**Metal 2**

Scale bar: 20 um.
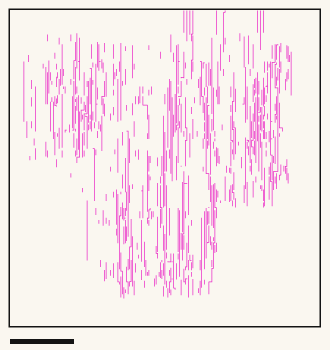
**Clock routing**

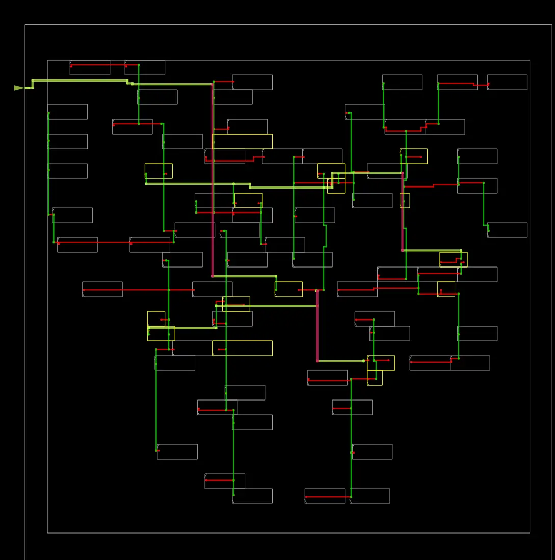
**The metal 3 layer**

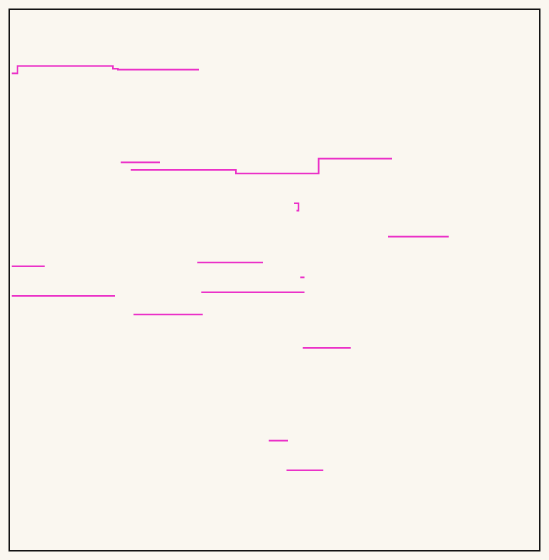
--- src/rtl/duck_hunt_pkg.sv ---
// Shared Duck Hunt types and constants used by the zapper front end and the
// VGA pattern generator, so both step through the same screen sequence.
package duck_hunt_pkg;

  typedef enum logic [1:0] {
    IDLE  = 2'd0,
    BLACK = 2'd1,
    WHITE = 2'd2,
    HELD  = 2'd3
  } gun_state_t;

  localparam int SCREEN_WIDTH            = 640;
  localparam int SCREEN_HEIGHT           = 480;
  localparam int LIGHT_MIN_DEFAULT       = 64;
  localparam int DARK_MAX_DEFAULT        = 16;
  localparam int DEBOUNCE_CYCLES_DEFAULT = 250000;

endpackage

--- src/rtl/zapper_frontend_debouncer.sv ---
// Two-flop pin synchronizer, plus the trigger debouncer that builds on it.
// The light path instantiates sync2 on its own because the photodiode must not be debounced.
module sync2 #(
  parameter logic RESET_VAL = 1'b1
) (
  input  logic clk,
  input  logic rst,
  input  logic d,
  output logic q
);

  logic meta;

  always_ff @(posedge clk) begin
    if (rst) begin
      meta <= RESET_VAL;
      q    <= RESET_VAL;
    end else begin
      meta <= d;
      q    <= meta;
    end
  end

endmodule

module debouncer
  import duck_hunt_pkg::*;
#(
  parameter int DEBOUNCE_CYCLES = DEBOUNCE_CYCLES_DEFAULT
) (
  input  logic clk,
  input  logic rst,
  input  logic raw_n,
  output logic level
);

  localparam int CW = (DEBOUNCE_CYCLES > 1) ? $clog2(DEBOUNCE_CYCLES) : 1;
  localparam logic [CW-1:0] LAST = CW'(DEBOUNCE_CYCLES - 1);

  logic          raw_s;
  logic          pressed;
  logic [CW-1:0] cnt;

  // Idle level of the active-low pin is 1, so reset never looks like a press.
  sync2 #(.RESET_VAL(1'b1)) u_sync (
    .clk (clk),
    .rst (rst),
    .d   (raw_n),
    .q   (raw_s)
  );

  assign pressed = !raw_s;

  // Any sample that agrees with the current level restarts the stability window.
  always_ff @(posedge clk) begin
    if (rst) begin
      cnt   <= '0;
      level <= 1'b0;
    end else if (pressed == level) begin
      cnt <= '0;
    end else if (cnt == LAST) begin
      cnt   <= '0;
      level <= !level;
    end else begin
      cnt <= cnt + CW'(1);
    end
  end

endmodule

--- src/rtl/zapper_frontend.sv ---
// Zapper light-gun front end: debounced trigger plus black/white shot tracking
// that raises detect only for a real hit on the white box, never for a lamp.
module zapper_frontend
  import duck_hunt_pkg::*;
#(
  parameter int DEBOUNCE_CYCLES = DEBOUNCE_CYCLES_DEFAULT,
  parameter int LIGHT_MIN       = LIGHT_MIN_DEFAULT,
  parameter int DARK_MAX        = DARK_MAX_DEFAULT,
  parameter int CNT_W           = 17
) (
  input  logic       clk,
  input  logic       rst,
  input  logic       trigger_n_raw,
  input  logic       light_n_raw,
  input  logic       valid,
  input  logic       frame_tick,
  output logic       trigger,
  output logic       detect,
  output logic       shot_done,
  output logic       shot_hit,
  output gun_state_t state
);

  localparam logic [CNT_W-1:0] LIGHT_MIN_C = CNT_W'(LIGHT_MIN);
  localparam logic [CNT_W-1:0] DARK_MAX_C  = CNT_W'(DARK_MAX);

  gun_state_t       state_next;
  logic             light_n_s;
  logic             light_s;
  logic             lit;
  logic [CNT_W-1:0] dark_cnt;
  logic [CNT_W-1:0] white_cnt;
  logic             cheat;
  logic             detect_next;
  logic             hit_held;

  debouncer #(.DEBOUNCE_CYCLES(DEBOUNCE_CYCLES)) u_trigger_db (
    .clk   (clk),
    .rst   (rst),
    .raw_n (trigger_n_raw),
    .level (trigger)
  );

  sync2 #(.RESET_VAL(1'b1)) u_light_sync (
    .clk (clk),
    .rst (rst),
    .d   (light_n_raw),
    .q   (light_n_s)
  );

  assign light_s = !light_n_s;
  // Light only counts while the beam is drawing visible pixels.
  assign lit     = valid & light_s;

  always_ff @(posedge clk) begin
    if (rst) state <= IDLE;
    else     state <= state_next;
  end

  always_comb begin
    state_next  = state;
    shot_done   = 1'b0;
    detect_next = 1'b0;
    case (state)
      IDLE:  if (frame_tick && trigger) state_next = BLACK;
      BLACK: if (frame_tick) state_next = WHITE;
      WHITE: begin
        if (frame_tick) begin
          state_next = HELD;
          shot_done  = 1'b1;
        end else begin
          detect_next = (white_cnt >= LIGHT_MIN_C) && !cheat;
        end
      end
      HELD:    if (frame_tick && !trigger) state_next = IDLE;
      default: state_next = IDLE;
    endcase
  end

  // On the closing tick the registered detect is reported, matching what the
  // pattern generator samples on that same edge.
  assign shot_hit = shot_done ? detect : hit_held;

  always_ff @(posedge clk) begin
    if (rst) begin
      dark_cnt  <= '0;
      white_cnt <= '0;
      cheat     <= 1'b0;
      detect    <= 1'b0;
      hit_held  <= 1'b0;
    end else begin
      detect <= detect_next;
      if (shot_done) hit_held <= detect;
      case (state)
        IDLE: begin
          if (state_next == BLACK) dark_cnt <= '0;
        end
        BLACK: begin
          if (lit && (dark_cnt != '1)) dark_cnt <= dark_cnt + CNT_W'(1);
          if (frame_tick) begin
            cheat     <= dark_cnt > DARK_MAX_C;
            white_cnt <= '0;
          end
        end
        WHITE: begin
          if (lit && (white_cnt != '1)) white_cnt <= white_cnt + CNT_W'(1);
        end
        default: ;
      endcase
    end
  end

endmodule

--- config.mk ---
export PLATFORM = sky130hd
export DESIGN_NAME = zapper_frontend
export DESIGN_NICKNAME = d
export VERILOG_FILES = /design/src/rtl/duck_hunt_pkg.sv /design/src/rtl/zapper_frontend_debouncer.sv /design/src/rtl/zapper_frontend.sv
export SDC_FILE = /design/constraint.sdc
export NUM_CORES = 1
export LEC_CHECK = 0
export CORE_AREA = 4 4 93 95
export CTS_CLUSTER_SIZE = 16
export DETAILED_ROUTE_END_ITERATION = 10
export DIE_AREA = 0 0 97 99
export GPL_ROUTABILITY_DRIVEN = 0
export PLACE_DENSITY = 0.58
export SLEW_MARGIN = 20
export SYNTH_ARGS = -nofsm -noshare
export SYNTH_HDL_FRONTEND = slang
export SYNTH_HIERARCHICAL = 1
export SYNTH_SLANG_ARGS = --single-unit
--- constraint.sdc ---
create_clock -name clk -period 4.7 [get_ports clk]
set_clock_uncertainty 0.2 [all_clocks]
set_input_delay 0.94 -clock clk [delete_from_list [all_inputs] [get_ports clk]]
set_output_delay 0.94 -clock clk [all_outputs]
set_load 0.005 [all_outputs]
==> GITHUB_STEP_SUMMARY <==
## PnR job results

| Metric | Value |
|---|---|
| Logic area | `0.00169 mm2` |
| Synth top area cells | `dfxtp_1, a21oi_1, xnor2_1` |
| Count of TritonRoute iterations in the first routing pass | `4` |
| Post-synthesis instance total | `360` |
| Most repeated library cell on the critical path | `clkdlybuf4s50_1` |
| Ys async rst share | `0%` |
| Top cell area share | `40.5%` |
| Cell-by-cell listing of the critical path | `clkdlybuf4s50_1 > nand2_1 > mux2_2 > clkdlybuf4s50_1` |
| Number of antenna violations at the first check in global routing | `0` |
| Fill count | `776` |
| Combined flip-flop and latch cell area | `0.00124 mm2` |
| Count of hold-fix buffers inserted at cts | `0` |
| Share of layout cells above drive strength 1 | `7.59%` |
| Yosys cell types | `40` |
| Final max-slew violation count | `0` |
| Avg WL per Cell | `13.3 um` |
| PD cells | `311 mW/mm2` |
| CTS Buf Count | `9` |
| Chip Area, Yosys | `0.00307 mm2` |
| Slew @ Worst Pin | `1040 ps` |
| Global-route usage over all layers | `13.6%` |
| Slowest CP cell | `clkdlybuf4s50_1` |
| Hold violation total from the final report | `0` |
| Layout net count | `377` |
| Initial core utilization | `39.7%` |
| VDD IR max | `0.159 mV` |
| Largest stage delay on the critical path | `640 ps` |
| CTS Root Buffer Type | `clkbuf_8` |
| Count of final setup violators | `0` |
| Tally of OpenROAD warnings | `29` |
| Synthesized area divided by synthesized cell count | `8.52 um2` |
| Remaining global-route overflow | `0` |
| Number of clock sinks | `62` |
| Post-synthesis sequential area ratio | `40.5%` |
| CP top delay family | `buffers and inverters` |
| RSZ-0062 raised after global routing | `no` |
| Normalized max-slew margin | `30.4%` |
| Largest net degree at the start of global routing | `31` |
| Max Clock Freq | `278 MHz` |
| Number of rows in the core area | `32` |
| Post-route worst hold slack | `208 ps` |
| Final antenna diode count | `0` |
| Final period utilization | `76.5%` |
| Number of global-route vias before repair | `2366` |
| WP buf/inv | `2` |
| Port Buffers | `11` |
| H-tree levels | `3` |
| P&R area growth vs syn | `11.8%` |
| Max-cap check violation count | `0` |
| Worst Setup Start Kind | `input port` |
| First-pass GRT wire length | `10900 um` |
| Clock Path Buffers | `2` |
| Aggregate negative setup slack | `0 ps` |
| Remaining DRCs | `0` |
| Post-DR vias/cell | `5.38` |
| Cell area after synthesis | `0.00307 mm2` |
| Number of synthesized flops with an enable pin | `0` |
| Largest fanout on the critical path | `10` |
| Cells in synth_stat.txt | `360` |
| Status | `finished clean` |
| DRC violation total after the first TritonRoute iteration | `115` |
| Clock-pin slew reported for the worst setup and hold paths after clock tree synthesis | `70 ps` |
| Synthesized Nets | `373` |
| Most used logic cell in the final layout | `dfxtp_1` |
About 'metal 2':
The layer carries 2940 um of wire. The layer holds 47% of the routed length. The longest straight run is 33.0 um.
total routed wirelength: 6290 um
total number of vias: 2536
met2 usage in global routing: 22.9%

About 'clock routing':
layout sequential cell count: 62
clk ins delay skew pair: 340 ps
Clk power: 0.520 mW

About 'the metal 3 layer':
8 nets have wire on it. The wires run mostly horizontal. The layer carries 192 um of wire. The longest straight run is 19.1 um.

==> state kept, by name, summed over array words and instances, names as in the netlist <==
register,cells
u_light_sync/meta,1
dark_cnt,17
u_trigger_db/u_sync/q,1
hit_held,1
white_cnt,17
u_light_sync/q,1
u_trigger_db/level,1
detect,1
u_trigger_db/u_sync/meta,1
state,2
u_trigger_db/cnt,18
cheat,1
==> area by class of cell <==
cell class	instances	area share [%]
multi-input combinational	270	49.3
clock inverter	7	2.88
timing repair buffer	11	3.21
inverter	10	1.09
sequential	62	36.2
clock buffer	9	3.61
tap	102	3.72
==> worst paths after layout <==
path / slack (ps) / from / end / cells after the start
worst max-delay path: 1100 / frame_tick / shot_hit / 4
worst min-delay path: 210 / u_light_sync/meta / u_light_sync/q / 1
worst max register to register: 1620 / white_cnt[3] / white_cnt[5] / 8
worst min register to register: 210 / u_light_sync/meta / u_light_sync/q / 1
==> synth_stat cells, types with 2 or more instances <==
master and instances:
xnor2_1 14, buf_6 3, nand4b_1 4, nand3_1 23
nor2b_1 3, inv_1 10, nor2_1 28, nor4_1 11
and4_1 4, mux2_2 2, or2_2 2, buf_2 6
and3_1 10, and4bb_2 2, or3_1 12, nand2_1 22
o31ai_1 13, ha_1 7, nand4_1 14, nand4bb_1 2
o21ai_0 15, a21oi_2 2, or2_1 4, nor3_1 8
a21oi_1 37, nand3b_1 2, dfxtp_1 62, xor2_1 5
clkbuf_1 9, or4_1 14
==> routing by layer <==
layer / track usage (%) / up-vias / share of wire, %
met3: 4.39 / 7 / 3.1
met2: 22.9 / 22 / 47
li1: - / 1340 / -
met5: 0 / - / 0
met4: 4.43 / 0 / 0.99
met1: 16.3 / 1167 / 49
==> stage by stage <==
stage                     setup slack, ps  total power, mW  utilization [%]  std cells  instance area (um2)
after global routing                 1000             1.10             44.4        471                 3430
after detailed placement             1110            0.557             41.5        455                 3210
final                                1100             1.06             44.4        471                 3430
after floorplan                      2060            0.550                -        360                 3070
after global placement               1130            0.557             41.5        455                 3210
after CTS                            1110             1.08             44.4        471                 3430
==> power breakdown <==
| group | switching [mW] | internal (mW) |
|---|---|---|
| clock network | 0.220 | 0.300 |
| logic | 0.0102 | 0.00662 |
| registers | 0.00101 | 0.527 |
| total | 0.231 | 0.833 |
==> cells by family (layout without fill, tap and decap cells) <==
| group | after synthesis | after routing | share of synthesized area [%] |
|---|---|---|---|
| AND-OR/OR-AND | 70 | 70 | 13.1 |
| AND/OR/NAND/NOR | 172 | 172 | 33.0 |
| XOR/XNOR | 19 | 19 | 5.43 |
| buffers and inverters | 28 | 37 | 4.41 |
| multiplexers | 2 | 2 | 0.735 |
| flip-flops | 62 | 62 | 40.5 |
| adder cells (fa/ha/maj) | 7 | 7 | 2.86 |
Power is estimated from default activity; no workload was simulated.
